[config.mk]
export PLATFORM = sky130hd
export DESIGN_NAME = pkt_deframer_flat
export DESIGN_NICKNAME = d
export VERILOG_FILES = /design/src/rtl/pkt_deframer_if.sv /design/src/rtl/pkt_deframer.sv /design/src/flat_wrapper.sv
export SDC_FILE = /design/constraint.sdc
export NUM_CORES = 1
export LEC_CHECK = 0
export CAP_MARGIN = 20
export CORE_MARGIN = 1
export CORE_UTILIZATION = 55
export CTS_CLUSTER_SIZE = 16
export DETAILED_ROUTE_END_ITERATION = 16
export PLACE_DENSITY = 0.76
export SLEW_MARGIN = 40
export SYNTH_ARGS = -nofsm -noshare
export SYNTH_HDL_FRONTEND = slang
export SYNTH_SLANG_ARGS = --single-unit
[constraint.sdc]
create_clock -name clk -period 2.9 [get_ports clk]
set_input_delay 0.435 -clock clk [delete_from_list [all_inputs] [get_ports clk]]
set_output_delay 0.435 -clock clk [all_outputs]
set_load 0.005 [all_outputs]
[src/rtl/pkt_deframer_if.sv]
// Symbol stream bundle between the slicer, the deframer and the payload consumer.
interface pkt_deframer_if;
   logic [1:0] in_tdata;
   logic       in_tvalid;
   logic [1:0] out_tdata;
   logic       out_tvalid;
   logic       out_tlast;
   logic       out_tuser;

   modport master (
      output in_tdata, in_tvalid,
      input  out_tdata, out_tvalid, out_tlast, out_tuser
   );

   modport slave (
      input  in_tdata, in_tvalid,
      output out_tdata, out_tvalid, out_tlast, out_tuser
   );
endinterface

[src/rtl/pkt_deframer.sv]
// Packet deframer: locks onto the BPSK header sync word, decodes mode and length,
// then forwards exactly the payload symbols with tlast on the final one.
//
// state    | meaning
// ---------+--------------------------------------------------------------
// S_SEARCH | shift header bits, waiting for the 64-bit sync pattern
// S_MODE   | 8 mode symbols, majority vote against the BPSK pattern
// S_LEN    | 16 length symbols, MSB first, legality check on the last one
// S_PAD    | 40 don't-care symbols, hdr_vld raised after the last one
// S_PLD    | payload forwarding until pcnt reaches nsym-1
module pkt_deframer #(
   parameter int MAX_PLD_BITS = 4096,
   parameter int TIMEOUT      = 1024
) (
   input  logic          clk,
   input  logic          rst_n,
   pkt_deframer_if.slave axis,
   output logic          hdr_vld,
   output logic [15:0]   hdr_len,
   output logic          hdr_is_bpsk,
   output logic          hdr_err,
   output logic          pkt_done,
   output logic          pkt_abort,
   output logic          busy
);

   localparam int          IW      = $clog2(TIMEOUT + 1);
   localparam logic [63:0] SYNC    = 64'h55555555_AAAAAAAA;
   localparam logic [16:0] MAX_LEN = 17'(MAX_PLD_BITS);

   typedef enum logic [2:0] {S_SEARCH, S_MODE, S_LEN, S_PAD, S_PLD} state_t;

   state_t        state, state_nxt;
   logic [63:0]   sr, sr_nxt, sr_shift;
   logic [5:0]    fcnt, fcnt_nxt;
   logic [3:0]    agree, agree_nxt, agree_inc;
   logic [15:0]   len, len_nxt, len_shift;
   logic          is_bpsk, bpsk_nxt;
   logic [15:0]   nsym, nsym_nxt, nsym_calc;
   logic [15:0]   pcnt, pcnt_nxt;
   logic [IW-1:0] idle, idle_nxt;

   logic [1:0]    tdata_nxt;
   logic          tvalid_nxt, tlast_nxt, tuser_nxt;
   logic          hdr_vld_nxt, hdr_bpsk_nxt, hdr_err_nxt, done_nxt, abort_nxt;
   logic [15:0]   hdr_len_nxt;
   logic          bit_in, vld;

   assign bit_in    = axis.in_tdata[0];
   assign vld       = axis.in_tvalid;
   assign sr_shift  = {sr[62:0], bit_in};
   assign len_shift = {len[14:0], bit_in};
   assign nsym_calc = is_bpsk ? len_shift : (len_shift >> 1);
   // Mode pattern is 1 on even header index; the field starts on an even index.
   assign agree_inc = agree + {3'b000, (bit_in == ~fcnt[0])};
   assign busy      = (state != S_SEARCH);

   // State and all registered outputs; every register clears on reset.
   always_ff @(posedge clk) begin
      if (!rst_n) begin
         state           <= S_SEARCH;
         sr              <= '0;
         fcnt            <= '0;
         agree           <= '0;
         len             <= '0;
         is_bpsk         <= 1'b0;
         nsym            <= '0;
         pcnt            <= '0;
         idle            <= '0;
         axis.out_tdata  <= '0;
         axis.out_tvalid <= 1'b0;
         axis.out_tlast  <= 1'b0;
         axis.out_tuser  <= 1'b0;
         hdr_vld         <= 1'b0;
         hdr_len         <= '0;
         hdr_is_bpsk     <= 1'b0;
         hdr_err         <= 1'b0;
         pkt_done        <= 1'b0;
         pkt_abort       <= 1'b0;
      end else begin
         state           <= state_nxt;
         sr              <= sr_nxt;
         fcnt            <= fcnt_nxt;
         agree           <= agree_nxt;
         len             <= len_nxt;
         is_bpsk         <= bpsk_nxt;
         nsym            <= nsym_nxt;
         pcnt            <= pcnt_nxt;
         idle            <= idle_nxt;
         axis.out_tdata  <= tdata_nxt;
         axis.out_tvalid <= tvalid_nxt;
         axis.out_tlast  <= tlast_nxt;
         axis.out_tuser  <= tuser_nxt;
         hdr_vld         <= hdr_vld_nxt;
         hdr_len         <= hdr_len_nxt;
         hdr_is_bpsk     <= hdr_bpsk_nxt;
         hdr_err         <= hdr_err_nxt;
         pkt_done        <= done_nxt;
         pkt_abort       <= abort_nxt;
      end
   end

   // Next-state, field decoding, payload forwarding and idle timeout.
   always_comb begin
      state_nxt    = state;
      sr_nxt       = sr;
      fcnt_nxt     = fcnt;
      agree_nxt    = agree;
      len_nxt      = len;
      bpsk_nxt     = is_bpsk;
      nsym_nxt     = nsym;
      pcnt_nxt     = pcnt;
      idle_nxt     = '0;
      tdata_nxt    = '0;
      tvalid_nxt   = 1'b0;
      tlast_nxt    = 1'b0;
      tuser_nxt    = 1'b0;
      hdr_vld_nxt  = 1'b0;
      hdr_len_nxt  = hdr_len;
      hdr_bpsk_nxt = hdr_is_bpsk;
      hdr_err_nxt  = 1'b0;
      done_nxt     = 1'b0;
      abort_nxt    = 1'b0;

      if (state != S_SEARCH && !vld)
         idle_nxt = idle + 1'b1;

      case (state)
         S_SEARCH: begin
            if (vld) begin
               sr_nxt = sr_shift;
               if (sr_shift == SYNC) begin
                  state_nxt = S_MODE;
                  sr_nxt    = '0;
                  fcnt_nxt  = '0;
                  agree_nxt = '0;
               end
            end
         end
         S_MODE: begin
            if (vld) begin
               agree_nxt = agree_inc;
               fcnt_nxt  = fcnt + 6'd1;
               if (fcnt == 6'd7) begin
                  fcnt_nxt = '0;
                  len_nxt  = '0;
                  if (agree_inc >= 4'd5) begin
                     bpsk_nxt  = 1'b1;
                     state_nxt = S_LEN;
                  end else if (agree_inc <= 4'd3) begin
                     bpsk_nxt  = 1'b0;
                     state_nxt = S_LEN;
                  end else begin
                     hdr_err_nxt = 1'b1;
                     state_nxt   = S_SEARCH;
                  end
               end
            end
         end
         S_LEN: begin
            if (vld) begin
               len_nxt  = len_shift;
               fcnt_nxt = fcnt + 6'd1;
               if (fcnt == 6'd15) begin
                  fcnt_nxt = '0;
                  if (nsym_calc == 16'd0 || {1'b0, len_shift} > MAX_LEN) begin
                     hdr_err_nxt = 1'b1;
                     state_nxt   = S_SEARCH;
                  end else begin
                     nsym_nxt  = nsym_calc;
                     state_nxt = S_PAD;
                  end
               end
            end
         end
         S_PAD: begin
            if (vld) begin
               fcnt_nxt = fcnt + 6'd1;
               if (fcnt == 6'd39) begin
                  fcnt_nxt     = '0;
                  pcnt_nxt     = '0;
                  hdr_vld_nxt  = 1'b1;
                  hdr_len_nxt  = len;
                  hdr_bpsk_nxt = is_bpsk;
                  state_nxt    = S_PLD;
               end
            end
         end
         S_PLD: begin
            if (vld) begin
               tvalid_nxt = 1'b1;
               tdata_nxt  = is_bpsk ? {1'b0, bit_in} : axis.in_tdata;
               tuser_nxt  = is_bpsk;
               pcnt_nxt   = pcnt + 16'd1;
               if (pcnt == nsym - 16'd1) begin
                  tlast_nxt = 1'b1;
                  done_nxt  = 1'b1;
                  state_nxt = S_SEARCH;
               end
            end
         end
         default: state_nxt = S_SEARCH;
      endcase

      // A valid beat in this cycle keeps idle_nxt at zero, so it always wins.
      if (state != S_SEARCH && !vld && idle_nxt == IW'(TIMEOUT)) begin
         abort_nxt = 1'b1;
         idle_nxt  = '0;
         state_nxt = S_SEARCH;
      end

      if (state_nxt == S_SEARCH && state != S_SEARCH)
         sr_nxt = '0;
   end

endmodule

[src/flat_wrapper.sv]
// flat-port wrapper written by rule: the top's interface ports become plain ports
module pkt_deframer_flat 
#(
   parameter int MAX_PLD_BITS = 4096,
   parameter int TIMEOUT      = 1024
)
  (clk, rst_n, hdr_vld, hdr_len, hdr_is_bpsk, hdr_err, pkt_done, pkt_abort, busy, axis_in_tdata, axis_in_tvalid, axis_out_tdata, axis_out_tvalid, axis_out_tlast, axis_out_tuser);
  pkt_deframer_if axis_i ();
  input  logic clk;
  input  logic rst_n;
  output logic hdr_vld;
  output logic [15:0] hdr_len;
  output logic hdr_is_bpsk;
  output logic hdr_err;
  output logic pkt_done;
  output logic pkt_abort;
  output logic busy;
  input wire logic [$bits(axis_i.in_tdata)-1:0] axis_in_tdata;
  input wire logic [$bits(axis_i.in_tvalid)-1:0] axis_in_tvalid;
  output wire logic [$bits(axis_i.out_tdata)-1:0] axis_out_tdata;
  output wire logic [$bits(axis_i.out_tvalid)-1:0] axis_out_tvalid;
  output wire logic [$bits(axis_i.out_tlast)-1:0] axis_out_tlast;
  output wire logic [$bits(axis_i.out_tuser)-1:0] axis_out_tuser;
  assign axis_i.in_tdata = axis_in_tdata;
  assign axis_i.in_tvalid = axis_in_tvalid;
  assign axis_out_tdata = axis_i.out_tdata;
  assign axis_out_tvalid = axis_i.out_tvalid;
  assign axis_out_tlast = axis_i.out_tlast;
  assign axis_out_tuser = axis_i.out_tuser;
  pkt_deframer #(.MAX_PLD_BITS(MAX_PLD_BITS), .TIMEOUT(TIMEOUT)) u_core (.clk(clk), .rst_n(rst_n), .axis(axis_i), .hdr_vld(hdr_vld), .hdr_len(hdr_len), .hdr_is_bpsk(hdr_is_bpsk), .hdr_err(hdr_err), .pkt_done(pkt_done), .pkt_abort(pkt_abort), .busy(busy));
endmodule
==> job_summary.md <==
## Synthesis and layout report

| Metric | Value |
|---|---|
| Result of the run | `finished, final reports clean` |
| Horizontal die dimension | `120 µm` |
| Vias in the first global route | `6146` |
| Part of the total power dissipated in combinational logic | `0.027` |
| Fraction of the mapped netlist area in adder cells | `0.00978` |
| Largest non-sequential cell family by area | `simple AND/OR/NAND/NOR gates` |
| Delay of the slowest critical-path stage | `0.50 ns` |
| Nature of the critical path startpoint | `input pin` |
| Routability congestion estimate | `0.893` |
| Simple logic cell fraction of the synthesized area | `0.226` |
| Compound-gate portion of the synthesized area | `0.143` |
| Post-synth design cell area | `0.00768 mm²` |
| Number of cells produced by synthesis | `873` |
| Congestion Overflow GR | `0` |
| Tool warnings | `27` |
| Global route hottest layer | `met2` |
| Area of the die | `0.0144 mm²` |
| Root Buffer Master | `sky130_fd_sc_hd__clkbuf_16` |
| Overall via count from detail_route | `6559` |
| Slew Limit Headroom | `0.552` |
| Largest Register | `u_core.sr` |
| Net count after synthesis | `884` |
| Fraction of final layout cells sized beyond drive strength 1 | `0.164` |
| Leakage power of the design | `3.34 nW` |
| Layout net count | `924` |
| Proportion of synthesized area in mux cells | `0.109` |
| Dominant register cell | `sky130_fd_sc_hd__dfxtp_1` |
| Share of the core filled with cells in the final layout | `0.676` |
| First DRT Iteration DRCs | `501` |
| Grt met1 use | `0.337` |
| Sw power | `1.02 mW` |
| Count of max-cap constraint violations | `0` |
| Worst clock skew | `0.00941 ns` |
| Syn_area_per_cell | `8.79 µm²` |
| DR WL/cell | `16.5 µm` |
| Maximum VDD drop | `0.429 mV` |
| Critical path class | `in2reg` |
| Placed inst area | `0.00833 mm²` |
| Chip area from the yosys synthesis statistics | `0.00768 mm²` |
| Syn. warnings | `0` |
| Reg power frac | `0.484` |
| First-pass GRT wire length | `29800 µm` |
| Vias per inst | `5.95` |
| Yosys cell count | `873` |
==> power by group through the flow <==
stage          clock, mW  sequential (mW)  combinational [mW]
4_1_cts             2.26             2.21               0.113
2_1_floorplan          0             2.26              0.0768
5_1_grt             2.36             2.21               0.130
6_report            2.23             2.21               0.124
3_3_place_gp           0             2.26               0.110
3_5_place_dp           0             2.26               0.112
==> critical path: cells and delay by family <==
| family | cells | cell delay (ns) |
|---|---|---|
| buf+inv | 3 | 0.83 |
| simple gates | 2 | 0.53 |
| compound gates | 4 | 0.70 |
| fa+ha+maj | 2 | 0.51 |
| xor+xnor | 1 | 0.16 |
==> metrics by stage <==
stage          power (mW)  setup TNS, ns
2_1_floorplan        2.34        -0.0204
3_3_place_gp         2.37         -20.62
3_5_place_dp         2.38         -26.86
4_1_cts              4.58              0
5_1_grt              4.70          -2.78
6_report             4.57              0
==> worst paths after layout <==
path / start / end / slack [ns] / cells after the start
max: axis_in_tdata[0] / u_core.sr[24] / 0.05 / 12
min: u_core.len[15] / u_core.hdr_len[15] / 0.45 / 2
max reg2reg: u_core.nsym[0] / u_core.sr[18] / 0.08 / 11
min reg2reg: u_core.len[15] / u_core.hdr_len[15] / 0.45 / 2
==> cell usage after synthesis (7+ instances only) <==
library cell               number
sky130_fd_sc_hd__dfxtp_1      161
sky130_fd_sc_hd__nor4b_1        7
sky130_fd_sc_hd__xnor2_1       21
sky130_fd_sc_hd__a21oi_2       17
sky130_fd_sc_hd__mux2i_1       45
sky130_fd_sc_hd__mux2_2        34
sky130_fd_sc_hd__a21oi_1      107
sky130_fd_sc_hd__nand2_1      110
sky130_fd_sc_hd__buf_2          8
sky130_fd_sc_hd__or3_1          7
sky130_fd_sc_hd__clkbuf_1      42
sky130_fd_sc_hd__nor2b_1        8
sky130_fd_sc_hd__a31oi_1        8
sky130_fd_sc_hd__and3_1        15
sky130_fd_sc_hd__nand3_1       37
sky130_fd_sc_hd__nor4bb_1      13
sky130_fd_sc_hd__inv_1          8
sky130_fd_sc_hd__nor3_1        13
sky130_fd_sc_hd__nand4_1       14
sky130_fd_sc_hd__xor2_1        24
sky130_fd_sc_hd__o21ai_0        9
sky130_fd_sc_hd__nor2_1        74
==> area by class of cell <==
type                    instances  area [µm²]  area share
repair buffers                 80         803      0.0887
multi-input cells             643        4190       0.463
inverters                      10        37.5     0.00414
clock inverters                13         151      0.0167
flip-flops and latches        161        3220       0.356
well taps                     176         220      0.0243
clock buffers                  19         433      0.0478
==> cell usage in the layout, fill, tap and decap left out, types with 19 or more instances in the layout <==
master                            netlist  layout
sky130_fd_sc_hd__a21oi_1              107     107
sky130_fd_sc_hd__buf_4                  1      38
sky130_fd_sc_hd__clkbuf_16              0      19
sky130_fd_sc_hd__clkdlybuf4s50_1        0      31
sky130_fd_sc_hd__dfxtp_1              161     161
sky130_fd_sc_hd__mux2_2                34      34
sky130_fd_sc_hd__mux2i_1               45      45
sky130_fd_sc_hd__nand2_1              110     110
sky130_fd_sc_hd__nand3_1               37      37
sky130_fd_sc_hd__nor2_1                74      73
sky130_fd_sc_hd__xnor2_1               21      21
sky130_fd_sc_hd__xor2_1                24      24
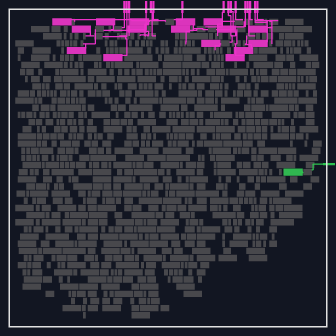
Fig. 1. Wires at chosen ports, followed through buffers.
`axis_out_tvalid` -> green  # bits 1, direction output, end cells 1, buffers 1, wire 8.30 µm
`hdr_len` -> magenta  # bits 16, direction output, end cells 16, buffers 16, wire 346 µm
count of boundary I/O pins: 32
Buffers on Ports: 31

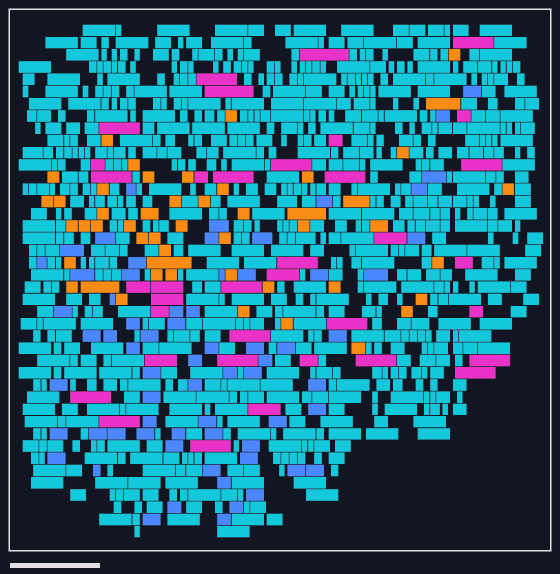
Fig. 2. Drive-strength map.
Scale bar: 20 µm.
x2 -> blue  # cells 67, share 7.2%, most used mux2_2
x1 and smaller -> cyan  # cells 774, share 84%, most used dfxtp_1
x6 and larger -> magenta  # cells 36, share 3.9%, most used clkbuf_16
x3 and x4 -> orange  # cells 49, share 5.3%, most used buf_4

Power figures rest on the tool's default switching activity, not on a simulated workload.
